`config.mk`:
```
export PLATFORM = sky130hd
export DESIGN_NAME = vga_scan_mixer_flat
export DESIGN_NICKNAME = d
export VERILOG_FILES = /design/src/rtl/vga_scan_mixer_if.sv /design/src/rtl/vga_scan_mixer.sv /design/src/flat_wrapper.sv
export SDC_FILE = /design/constraint.sdc
export NUM_CORES = 1
export LEC_CHECK = 0
export ABC_AREA = 1
export CORE_MARGIN = 2
export CORE_UTILIZATION = 42
export DETAILED_ROUTE_END_ITERATION = 12
export MAX_ROUTING_LAYER = met4
export PLACE_DENSITY = 0.81
export SETUP_SLACK_MARGIN = 0.4
export SLEW_MARGIN = 20
export SYNTH_ARGS = -nofsm -noshare
export SYNTH_HDL_FRONTEND = slang
export SYNTH_SLANG_ARGS = --single-unit
```
`constraint.sdc`:
```
create_clock -name clk -period 2.9 [get_ports clk]
set_clock_uncertainty 0.05 [all_clocks]
set_input_delay 0.29 -clock clk [delete_from_list [all_inputs] [get_ports clk]]
set_output_delay 0.29 -clock clk [all_outputs]
set_load 0.005 [all_outputs]
```
`src/rtl/vga_scan_mixer_if.sv`:
```
// Scan-out bundle between the raster mixer (master) and the sprite renderers
// plus VGA pins (slave side).
interface vga_scan_mixer_if #(
    parameter int NLAYERS = 4
);
    logic [9:0]            vga_x;
    logic [9:0]            vga_y;
    logic [24*NLAYERS-1:0] layer_rgb;
    logic [NLAYERS-1:0]    layer_en;
    logic [7:0]            R;
    logic [7:0]            G;
    logic [7:0]            B;
    logic                  hsync;
    logic                  vsync;
    logic                  blank_n;
    logic                  pix_tick;
    logic                  frame_end;

    modport master (
        output vga_x, vga_y, R, G, B, hsync, vsync, blank_n, pix_tick, frame_end,
        input  layer_rgb, layer_en
    );

    modport slave (
        input  vga_x, vga_y, R, G, B, hsync, vsync, blank_n, pix_tick, frame_end,
        output layer_rgb, layer_en
    );
endinterface

```
`src/rtl/vga_scan_mixer.sv`:
```
// Raster scan generator with per-pixel layer sampling, fixed-priority
// compositing over a background, and sync/blank aligned to the mixed pixel.
module vga_scan_mixer #(
    parameter int          H_ACTIVE = 640,
    parameter int          H_FP     = 16,
    parameter int          H_SYNC   = 96,
    parameter int          H_BP     = 48,
    parameter int          V_ACTIVE = 480,
    parameter int          V_FP     = 10,
    parameter int          V_SYNC   = 2,
    parameter int          V_BP     = 33,
    parameter int          NLAYERS  = 4,
    parameter logic [23:0] BG_RGB   = 24'h000000,
    parameter int          CLK_DIV  = 2
) (
    input  logic             clk,
    input  logic             rst,
    vga_scan_mixer_if.master bus
);
    localparam int H_TOTAL = H_ACTIVE + H_FP + H_SYNC + H_BP;
    localparam int V_TOTAL = V_ACTIVE + V_FP + V_SYNC + V_BP;
    localparam int DIV_W   = (CLK_DIV > 1) ? $clog2(CLK_DIV) : 1;

    localparam logic [DIV_W-1:0] DIV_LAST = DIV_W'(CLK_DIV - 1);
    localparam logic [9:0] H_LAST  = 10'(H_TOTAL - 1);
    localparam logic [9:0] V_LAST  = 10'(V_TOTAL - 1);
    localparam logic [9:0] H_ACT   = 10'(H_ACTIVE);
    localparam logic [9:0] V_ACT   = 10'(V_ACTIVE);
    localparam logic [9:0] V_PRE   = 10'(V_ACTIVE - 1);
    localparam logic [9:0] HS_BEG  = 10'(H_ACTIVE + H_FP);
    localparam logic [9:0] HS_END  = 10'(H_ACTIVE + H_FP + H_SYNC);
    localparam logic [9:0] VS_BEG  = 10'(V_ACTIVE + V_FP);
    localparam logic [9:0] VS_END  = 10'(V_ACTIVE + V_FP + V_SYNC);

    logic [DIV_W-1:0] r_div;
    logic             r_tick;
    logic [9:0]       r_h;
    logic [9:0]       r_v;
    logic [23:0]      r_rgb_p1;
    logic             r_hsync_p1;
    logic             r_vsync_p1;
    logic             r_blank_n_p1;
    logic             r_frame_end;

    logic             w_div_wrap;
    logic             w_active;
    logic             w_hs;
    logic             w_vs;
    logic             w_h_wrap;
    logic [23:0]      w_mix;

    // Lowest-index enabled layer wins; background otherwise.
    function automatic logic [23:0] mix_pixel(input logic [24*NLAYERS-1:0] rgb,
                                              input logic [NLAYERS-1:0]    en);
        logic [23:0] c;
        c = BG_RGB;
        for (int i = NLAYERS - 1; i >= 0; i--) begin
            if (en[i]) c = rgb[24*i +: 24];
        end
        return c;
    endfunction

    assign w_div_wrap = (r_div == DIV_LAST);
    assign w_h_wrap   = (r_h == H_LAST);
    assign w_active   = (r_h < H_ACT) && (r_v < V_ACT);
    assign w_hs       = (r_h >= HS_BEG) && (r_h < HS_END);
    assign w_vs       = (r_v >= VS_BEG) && (r_v < VS_END);
    assign w_mix      = mix_pixel(bus.layer_rgb, bus.layer_en);

    // The tick is registered from the divider wrap, so it first rises on the CLK_DIV-th edge.
    always_ff @(posedge clk or posedge rst) begin
        if (rst) begin
            r_div  <= '0;
            r_tick <= 1'b0;
        end else begin
            r_div  <= w_div_wrap ? '0 : r_div + 1'b1;
            r_tick <= w_div_wrap;
        end
    end

    always_ff @(posedge clk or posedge rst) begin
        if (rst) begin
            r_h <= '0;
            r_v <= '0;
        end else if (r_tick) begin
            r_h <= w_h_wrap ? '0 : r_h + 1'b1;
            if (w_h_wrap) r_v <= (r_v == V_LAST) ? '0 : r_v + 1'b1;
        end
    end

    // Stage p1: pixel at the current scan coordinate, captured on the tick edge.
    always_ff @(posedge clk or posedge rst) begin
        if (rst) begin
            r_rgb_p1     <= '0;
            r_hsync_p1   <= 1'b1;
            r_vsync_p1   <= 1'b1;
            r_blank_n_p1 <= 1'b0;
            r_frame_end  <= 1'b0;
        end else begin
            if (r_tick) begin
                r_rgb_p1     <= w_active ? w_mix : 24'h000000;
                r_hsync_p1   <= ~w_hs;
                r_vsync_p1   <= ~w_vs;
                r_blank_n_p1 <= w_active;
            end
            r_frame_end <= r_tick && w_h_wrap && (r_v == V_PRE);
        end
    end

    assign bus.vga_x     = r_h;
    assign bus.vga_y     = r_v;
    assign bus.R         = r_rgb_p1[23:16];
    assign bus.G         = r_rgb_p1[15:8];
    assign bus.B         = r_rgb_p1[7:0];
    assign bus.hsync     = r_hsync_p1;
    assign bus.vsync     = r_vsync_p1;
    assign bus.blank_n   = r_blank_n_p1;
    assign bus.pix_tick  = r_tick;
    assign bus.frame_end = r_frame_end;
endmodule

```
`src/flat_wrapper.sv`:
```
// flat-port wrapper written by rule: the top's interface ports become plain ports
module vga_scan_mixer_flat 
#(
    parameter int          H_ACTIVE = 640,
    parameter int          H_FP     = 16,
    parameter int          H_SYNC   = 96,
    parameter int          H_BP     = 48,
    parameter int          V_ACTIVE = 480,
    parameter int          V_FP     = 10,
    parameter int          V_SYNC   = 2,
    parameter int          V_BP     = 33,
    parameter int          NLAYERS  = 4,
    parameter logic [23:0] BG_RGB   = 24'h000000,
    parameter int          CLK_DIV  = 2
)
  (clk, rst, bus_vga_x, bus_vga_y, bus_R, bus_G, bus_B, bus_hsync, bus_vsync, bus_blank_n, bus_pix_tick, bus_frame_end, bus_layer_rgb, bus_layer_en);
  vga_scan_mixer_if #(.NLAYERS(NLAYERS)) bus_i ();
  input  logic clk;
  input  logic rst;
  output wire logic [$bits(bus_i.vga_x)-1:0] bus_vga_x;
  output wire logic [$bits(bus_i.vga_y)-1:0] bus_vga_y;
  output wire logic [$bits(bus_i.R)-1:0] bus_R;
  output wire logic [$bits(bus_i.G)-1:0] bus_G;
  output wire logic [$bits(bus_i.B)-1:0] bus_B;
  output wire logic [$bits(bus_i.hsync)-1:0] bus_hsync;
  output wire logic [$bits(bus_i.vsync)-1:0] bus_vsync;
  output wire logic [$bits(bus_i.blank_n)-1:0] bus_blank_n;
  output wire logic [$bits(bus_i.pix_tick)-1:0] bus_pix_tick;
  output wire logic [$bits(bus_i.frame_end)-1:0] bus_frame_end;
  input wire logic [$bits(bus_i.layer_rgb)-1:0] bus_layer_rgb;
  input wire logic [$bits(bus_i.layer_en)-1:0] bus_layer_en;
  assign bus_vga_x = bus_i.vga_x;
  assign bus_vga_y = bus_i.vga_y;
  assign bus_R = bus_i.R;
  assign bus_G = bus_i.G;
  assign bus_B = bus_i.B;
  assign bus_hsync = bus_i.hsync;
  assign bus_vsync = bus_i.vsync;
  assign bus_blank_n = bus_i.blank_n;
  assign bus_pix_tick = bus_i.pix_tick;
  assign bus_frame_end = bus_i.frame_end;
  assign bus_i.layer_rgb = bus_layer_rgb;
  assign bus_i.layer_en = bus_layer_en;
  vga_scan_mixer #(.H_ACTIVE(H_ACTIVE), .H_FP(H_FP), .H_SYNC(H_SYNC), .H_BP(H_BP), .V_ACTIVE(V_ACTIVE), .V_FP(V_FP), .V_SYNC(V_SYNC), .V_BP(V_BP), .NLAYERS(NLAYERS), .BG_RGB(BG_RGB), .CLK_DIV(CLK_DIV)) u_core (.clk(clk), .rst(rst), .bus(bus_i));
endmodule
```
Power grid:
Bar = 20 µm. Pins as bars on the die edge. Tap cells in grey.
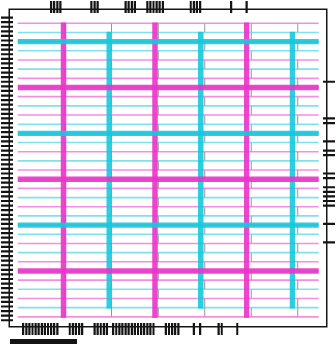
Key: cyan = VDD; magenta = VSS
33 met1 rails follow the rows. 6 straps on met4. 151 signal pins sit on the boundary. The core has 32 rows.
DIE HEIGHT: 93.7 µm
Die W: 93.7 µm

Cells coloured by class:
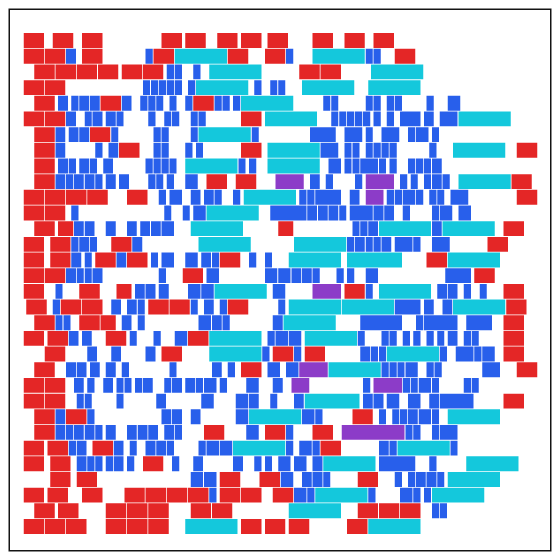
Key: purple = clock drivers and dummy loads [cells 8, share of their area 2.4%]; red = other buffers and delay cells [cells 154, share of their area 31%]; blue = combinational and other logic [cells 411, share of their area 41%]; cyan = flops [cells 50, share of their area 26%]
design area: 5020 µm²
num rows: 32
core area: 7770 µm²
sequential share of cell area: 25.0%

Clock distribution:
Bar = 20 µm.
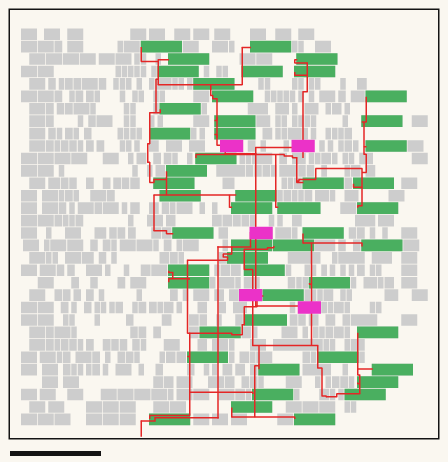
Key: magenta = clock drivers [count 5]; red = clock wires [length 656 µm]; green = flip-flops [count 50]
There are 6 routed clock nets.
Clk pwr share: 32.3%
clk latency late pin: 310 ps
clock-net power: 526 µW

==> impl_metrics.toml <==
# yosys + openroad results
[run_status]
status = "complete, no violations"

[route]
drt-total-wl_mm = 10.4
dr.pass1.iters = 4
ant_nets = 0
drt_iter0_drc = 204

[setup_path]
worstSetupPathType = "reg2out"
worstReg2RegStart = "u_core.bus.vga_x[1]"
crit_required_ps = 2560
path_cells = "clkdlybuf4s50_1"
r2r-end = "u_core.bus.vga_y[3]"
rr_worst_depth = 7

[logic_synthesis]
fp_nets = 591
synthDistinctLibCells = 31
ys_chip_area_um2 = 3380
yosys.area_share.adder_pct = 1.48
syn_area_um2 = 3380
ys.flop_type = "dfrtp_1"
ys_seq_share_pct = 37.1

[final_layout]
mostFrequentLayoutCells = "clkdlybuf4s50_1, nand2_1, dfrtp_1"
final_nets = 728
syn_to_final_growth_pct = 48.5

[placement]
finalWeightedCongestion = 0.975
hpwl_mm = 8.12

[floorplan]
fp_util_pct = 43.5

[final_timing]
setup_tns_ps = 0
slew_headroom_pct = 52.6
rsz0062_at_grt = "false"
post-route-period-util_pct = 64.9
slew_violations = 0

[grt]
grt_overflow_total = 0
antenna_found_initial = 0

[min_path]
hold_path_class = "in2async"

[power]
p_leak_uw = 0.00229

[clocking]
htree_num_levels = 2
cts_resized = 0
clockRootBuffer = "clkbuf_8"
post-cts-setup-buffer-count = 0
-- stage by stage --
stage	power (µW)	util (%)	std cells	worst slack, ps
2_1_floorplan	881	-	485	1360
3_3_place_gp	1120	63.1	717	830
3_5_place_dp	1120	63.1	717	766
4_1_cts	1640	64.6	725	1010
5_1_grt	1710	64.6	725	854
6_report	1630	64.6	725	1020
-- layer usage --
layer	GRT usage, %	routed length, µm
met1	31.8	4370
met2	42.6	5220
met3	4.57	654
met4	5.92	147
met5	-	0
-- sequential cells by signal, summed over array words and instances, names as in the netlist --
register and count:
u_core.bus.blank_n 1, u_core.bus.vga_x 10, u_core.r_rgb_p1 24, u_core.bus.frame_end 1, u_core.bus.hsync 1, u_core.bus.vga_y 10, u_core.r_div 1, u_core.bus.vsync 1
u_core.bus.pix_tick 1
-- report_power, final --
| group | internal, µW | switching, µW | leakage, µW | total (µW) |
|---|---|---|---|---|
| combinational | 220 | 139 | 0.00162 | 359 |
| clock | 264 | 262 | 0.0000591 | 526 |
| sequential | 727 | 18.6 | 0.000611 | 746 |
| total | 1210 | 419 | 0.00229 | 1630 |
-- cell families after synthesis --
logic type      Yosys count
compound gates           98
xor+xnor                  8
fa+ha+maj                 4
buf+inv                  75
flops                    50
simple gates            250
-- synth_stat cells (6+ instances only) --
cell	n	area, µm²
a21oi_1	27	135
buf_2	12	60.1
clkbuf_1	6	22.5
dfrtp_1	48	1200
inv_1	47	176
nand2_1	136	510
nand2_2	6	37.5
nand3_1	21	105
nand4_1	20	125
nor2_1	37	139
o21ai_0	47	235
o21ai_1	19	95.1
or2_2	17	106
-- worst max path at each step --
| stage | start | to |
|---|---|---|
| finish | u_core.bus.pix_tick | bus_pix_tick |
| global route | bus_layer_en[2] | u_core.r_rgb_p1[13] |
| CTS | u_core.bus.pix_tick | bus_pix_tick |
| detailed placement | bus_layer_en[3] | u_core.r_rgb_p1[20] |
| global placement | bus_layer_en[3] | u_core.r_rgb_p1[19] |
| floorplan | rst | u_core.bus.blank_n |
-- final cells by class --
class / instances / area [µm²] / area share [%]
flip-flops and latches: 50 / 1250 / 25.0
inverters: 51 / 191 / 3.81
repair buffers: 154 / 1530 / 30.5
clock buffers: 5 / 68.8 / 1.37
multi-input cells: 360 / 1800 / 35.8
well taps: 102 / 128 / 2.54
clock inverters: 3 / 47.5 / 0.947
Power is estimated from default activity; no workload was simulated.
